**config.mk**
```make
export PLATFORM = sky130hd
export DESIGN_NAME = btn_debounce_multi
export DESIGN_NICKNAME = d
export VERILOG_FILES = /design/src/rtl/btn_pkg.sv /design/src/rtl/btn_debounce_ch.sv /design/src/rtl/btn_debounce_multi.sv
export SDC_FILE = /design/constraint.sdc
export NUM_CORES = 1
export LEC_CHECK = 0
export ABC_AREA = 0
export CAP_MARGIN = 15
export CORE_ASPECT_RATIO = 1.25
export CORE_UTILIZATION = 40
export DETAILED_ROUTE_END_ITERATION = 16
export PLACE_DENSITY = 0.55
export SLEW_MARGIN = 20
export SYNTH_ARGS = -nofsm -noshare
export SYNTH_HDL_FRONTEND = slang
export SYNTH_HIERARCHICAL = 1
export SYNTH_SLANG_ARGS = --single-unit
```
**constraint.sdc**
```tcl
create_clock -name clk -period 3.2 [get_ports clk]
set_input_delay 0.64 -clock clk [delete_from_list [all_inputs] [get_ports clk]]
set_output_delay 0.64 -clock clk [all_outputs]
set_load 0.005 [all_outputs]
```
**src/rtl/btn_pkg.sv**
```systemverilog
// Shared constants, counter-width helper and per-channel event record for the
// push-button conditioner.
package btn_pkg;

    // Defaults assume a 100 MHz clock: 2 ms debounce, 1 s long press, 200 ms repeat.
    localparam int DEF_STABLE_CYCLES = 200_000;
    localparam int DEF_LONG_CYCLES   = 100_000_000;
    localparam int DEF_REPEAT_CYCLES = 20_000_000;

    // Bits needed to hold 0..n-1, never less than one bit.
    function automatic int cnt_width(input int n);
        int w;
        w = $clog2(n);
        return (w < 1) ? 1 : w;
    endfunction

    typedef struct packed {
        logic level;
        logic press;
        logic unpress;
        logic long_press;
        logic auto_rpt;
    } btn_event_t;

endpackage

```
**src/rtl/btn_debounce_ch.sv**
```systemverilog
// One button channel: 2-FF synchroniser, stability-count debounce, hold timer
// with long-press strobe and optional auto-repeat. All outputs registered.
module btn_debounce_ch
    import btn_pkg::*;
#(
    parameter int STABLE_CYCLES = DEF_STABLE_CYCLES,
    parameter int LONG_CYCLES   = DEF_LONG_CYCLES,
    parameter int REPEAT_CYCLES = DEF_REPEAT_CYCLES,
    parameter int REPEAT_EN     = 1
) (
    input  logic       clk,
    input  logic       rst,
    input  logic       b,
    output btn_event_t ev
);

    localparam int DW = cnt_width(STABLE_CYCLES);
    localparam int HW = cnt_width(LONG_CYCLES + 1);
    localparam int RW = cnt_width(REPEAT_CYCLES);

    localparam logic [DW-1:0] D_LAST = DW'(STABLE_CYCLES - 1);
    localparam logic [HW-1:0] H_LAST = HW'(LONG_CYCLES - 1);
    localparam logic [HW-1:0] H_MAX  = HW'(LONG_CYCLES);
    localparam logic [RW-1:0] R_LAST = RW'(REPEAT_CYCLES - 1);

    logic          s0_reg, s1_reg;
    logic          level_reg, press_reg, release_reg, long_reg, repeat_reg;
    logic [DW-1:0] dcnt_reg;
    logic [HW-1:0] hcnt_reg;
    logic [RW-1:0] rcnt_reg;
    logic          flip;

    assign flip = (s1_reg != level_reg) && (dcnt_reg == D_LAST);

    always_ff @(posedge clk or posedge rst) begin
        if (rst) begin
            s0_reg      <= 1'b0;
            s1_reg      <= 1'b0;
            level_reg   <= 1'b0;
            press_reg   <= 1'b0;
            release_reg <= 1'b0;
            long_reg    <= 1'b0;
            repeat_reg  <= 1'b0;
            dcnt_reg    <= '0;
            hcnt_reg    <= '0;
            rcnt_reg    <= '0;
        end else begin
            s0_reg      <= b;
            s1_reg      <= s0_reg;
            press_reg   <= 1'b0;
            release_reg <= 1'b0;
            long_reg    <= 1'b0;
            repeat_reg  <= 1'b0;

            if (s1_reg == level_reg) begin
                dcnt_reg <= '0;
            end else if (flip) begin
                dcnt_reg    <= '0;
                level_reg   <= s1_reg;
                press_reg   <= s1_reg;
                release_reg <= ~s1_reg;
            end else begin
                dcnt_reg <= dcnt_reg + DW'(1);
            end

            // A release on this edge clears the hold state and masks long/repeat.
            if (!level_reg || flip) begin
                hcnt_reg <= '0;
                rcnt_reg <= '0;
            end else begin
                if (hcnt_reg != H_MAX)
                    hcnt_reg <= hcnt_reg + HW'(1);
                if (hcnt_reg == H_LAST)
                    long_reg <= 1'b1;
                if ((REPEAT_EN != 0) && (hcnt_reg == H_MAX)) begin
                    if (rcnt_reg == R_LAST) begin
                        rcnt_reg   <= '0;
                        repeat_reg <= 1'b1;
                    end else begin
                        rcnt_reg <= rcnt_reg + RW'(1);
                    end
                end
            end
        end
    end

    assign ev = '{level:      level_reg,
                  press:      press_reg,
                  unpress:    release_reg,
                  long_press: long_reg,
                  auto_rpt:   repeat_reg};

endmodule

```
**src/rtl/btn_debounce_multi.sv**
```systemverilog
// N independent push-button channels with optional pin inversion; each channel
// yields a debounced level plus press/release/long/repeat strobes.
module btn_debounce_multi
    import btn_pkg::*;
#(
    parameter int CH            = 4,
    parameter int STABLE_CYCLES = DEF_STABLE_CYCLES,
    parameter int LONG_CYCLES   = DEF_LONG_CYCLES,
    parameter int REPEAT_CYCLES = DEF_REPEAT_CYCLES,
    parameter int REPEAT_EN     = 1,
    parameter int ACTIVE_LOW    = 0
) (
    input  logic          clk,
    input  logic          rst,
    input  logic [CH-1:0] btn,
    output logic [CH-1:0] level,
    output logic [CH-1:0] press_p,
    output logic [CH-1:0] release_p,
    output logic [CH-1:0] long_p,
    output logic [CH-1:0] repeat_p
);

    btn_event_t ev [CH];

    generate
        for (genvar gi = 0; gi < CH; gi++) begin : g_ch
            logic b;
            assign b = (ACTIVE_LOW != 0) ? ~btn[gi] : btn[gi];

            btn_debounce_ch #(
                .STABLE_CYCLES(STABLE_CYCLES),
                .LONG_CYCLES  (LONG_CYCLES),
                .REPEAT_CYCLES(REPEAT_CYCLES),
                .REPEAT_EN    (REPEAT_EN)
            ) u_ch (
                .clk(clk),
                .rst(rst),
                .b  (b),
                .ev (ev[gi])
            );

            assign level[gi]     = ev[gi].level;
            assign press_p[gi]   = ev[gi].press;
            assign release_p[gi] = ev[gi].unpress;
            assign long_p[gi]    = ev[gi].long_press;
            assign repeat_p[gi]  = ev[gi].auto_rpt;
        end
    endgenerate

endmodule

```
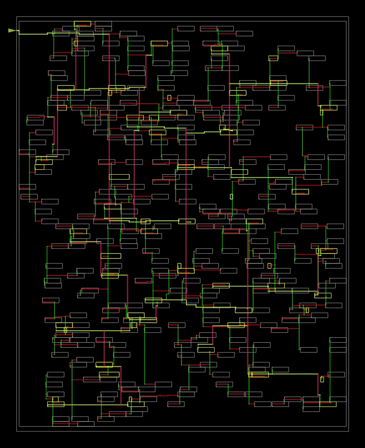
(the clock network)
TritonCTS Buffers: 37
Clock Skew: 0.0180 ns
Clock group: 4230 uW
CLK BUF: 50
CTS Sinks: 308

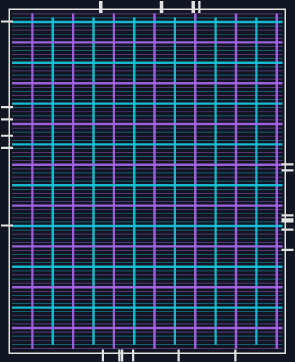
(power grid)
Drawn at 1.5 px/micron. Pins as bars on the die edge.
Key: VDD = cyan; VSS = purple
26 signal pins sit on the boundary. 13 straps on met4.
Vert. Die Dim: 228 microns
VDD IR max: 0.355 mV

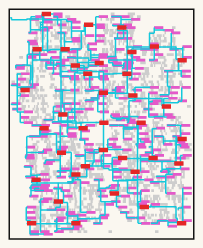
(clock network drawn from the DEF)
Drawn at 1 px/micron.
Key: flip-flops = magenta [count 308]; clock wires = cyan [length 4570 microns]; cells driving clock nets = red [count 37]
Position of the flops: spread over the die. There are 38 routed clock nets.
clock latency on the worst-skew pair: 0.53 ns
Clock power frac: 50.9%

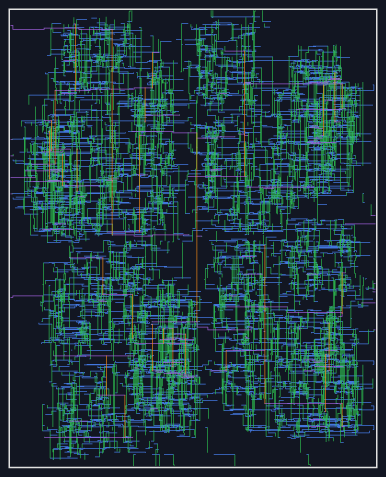
(metal layers overlaid)
Drawn at 2 px/micron.
Key: met1 = blue [wire length 16300 microns]; met4 = orange [wire length 874 microns]; met2 = green [wire length 17600 microns]; met3 = purple [wire length 1230 microns]
drt wl/cell: 15.5 microns
global router's overall resource usage: 17.8%
WL final: 36000 microns

==> flow_summary.yaml <==
# synthesis and place-and-route metrics
placement:
  gp_congestion: 0.846
  io_buffer_count: 25
  hpwl_microns: 23700
power_and_ir_drop:
  switching_share_pct: 21.5
  maxPowerGroup: "clock"
  power.internal_uw: 6520
  share_comb_of_total_power_pct: 1.7
  seq_power_share_pct: 47.4
  p_leak_uw: 0.00709
  p_comb_uw: 142
worst_setup_path:
  r2r-end: "g_ch[0].u_ch/rcnt_reg[13]$_DFFE_PP0P_"
  worst-path-buf-inv: 0
  cp_slowest_cell: "or4_1"
  endpoint: "g_ch[0].u_ch/rcnt_reg[13]$_DFFE_PP0P_"
  crit_path_cell_trace: "or4b_4, nor3_4, nand3_2, or4_1, a21oi_1"
  startpoint_type: "register"
  cp.arrival_ns: 3.08
  cp-end-kind: "register"
  cp_max_fo: 29
logic_synthesis:
  yosys_area_sq_um: 16400
  ys_seq_share_pct: 47.0
  ys_sh_simple_pct: 31.3
  synthCells: 1739
  synthFlopType: "dfrtp_1"
  synth_cell_types: 62
  ys_cells: 1739
  synth_top_cell_by_area: "dfrtp_1"
  syn_area_sq_um: 16400
  synthArstFlopShare_pct: 100
layout:
  non_clock_inverter_count: 27
  multi_input_comb_cells: 1323
  final_cell_mix: "dfrtp_1 (308), nor2_1 (229), nand3_1 (146)"
  design_area_sq_um: 18500
  flop-count: 308
  nets: 1776
  layout-drive-gt1-share_pct: 7.42
  fin_cells: 2324
  fill_cells: 3835
  dominant_cells: "multi-input combinational cells"
  logic_area_sq_um: 8200
  area_growth_pct: 12.8
routing:
  met2WireLength_microns: 17600
  wl_met1_microns: 16300
  drtIter0Drc: 754
  drcViolationCount: 0
  wl_met3_microns: 1230
global_route:
  antenna_found_initial: 0
  grt_max_degree: 78
  use_met1_pct: 23.3
  grt_pass1_wl_microns: 63000
outcome:
  status: "finished, final reports clean"
final_timing:
  finalCriticalPeriod_ns: 2.63
  finalSetupViolCount: 0
  setup_ws_ns: 0.571
  slew_violations: 0
  rsz0062_at_grt: "no"
  hold_slack_ns: 0.346
  finalClockPeriodUsage_pct: 82.2
job:
  drv_cap: 0
  warnings: 30
clock_network:
  ctsResizeCount: 0
  clkTransAtPathRegs_ns: 0.06
  cts_buffer_depth: 3
  postCtsHoldBufs: 0
floorplanning:
  rows: 82
  die_x_microns: 183
  chipArea_sq_um: 41800
  ios: 26
  fp_util_pct: 40.8
min_path:
  hp-class: "reg2reg"
Power and IR drop assume default switching activity.
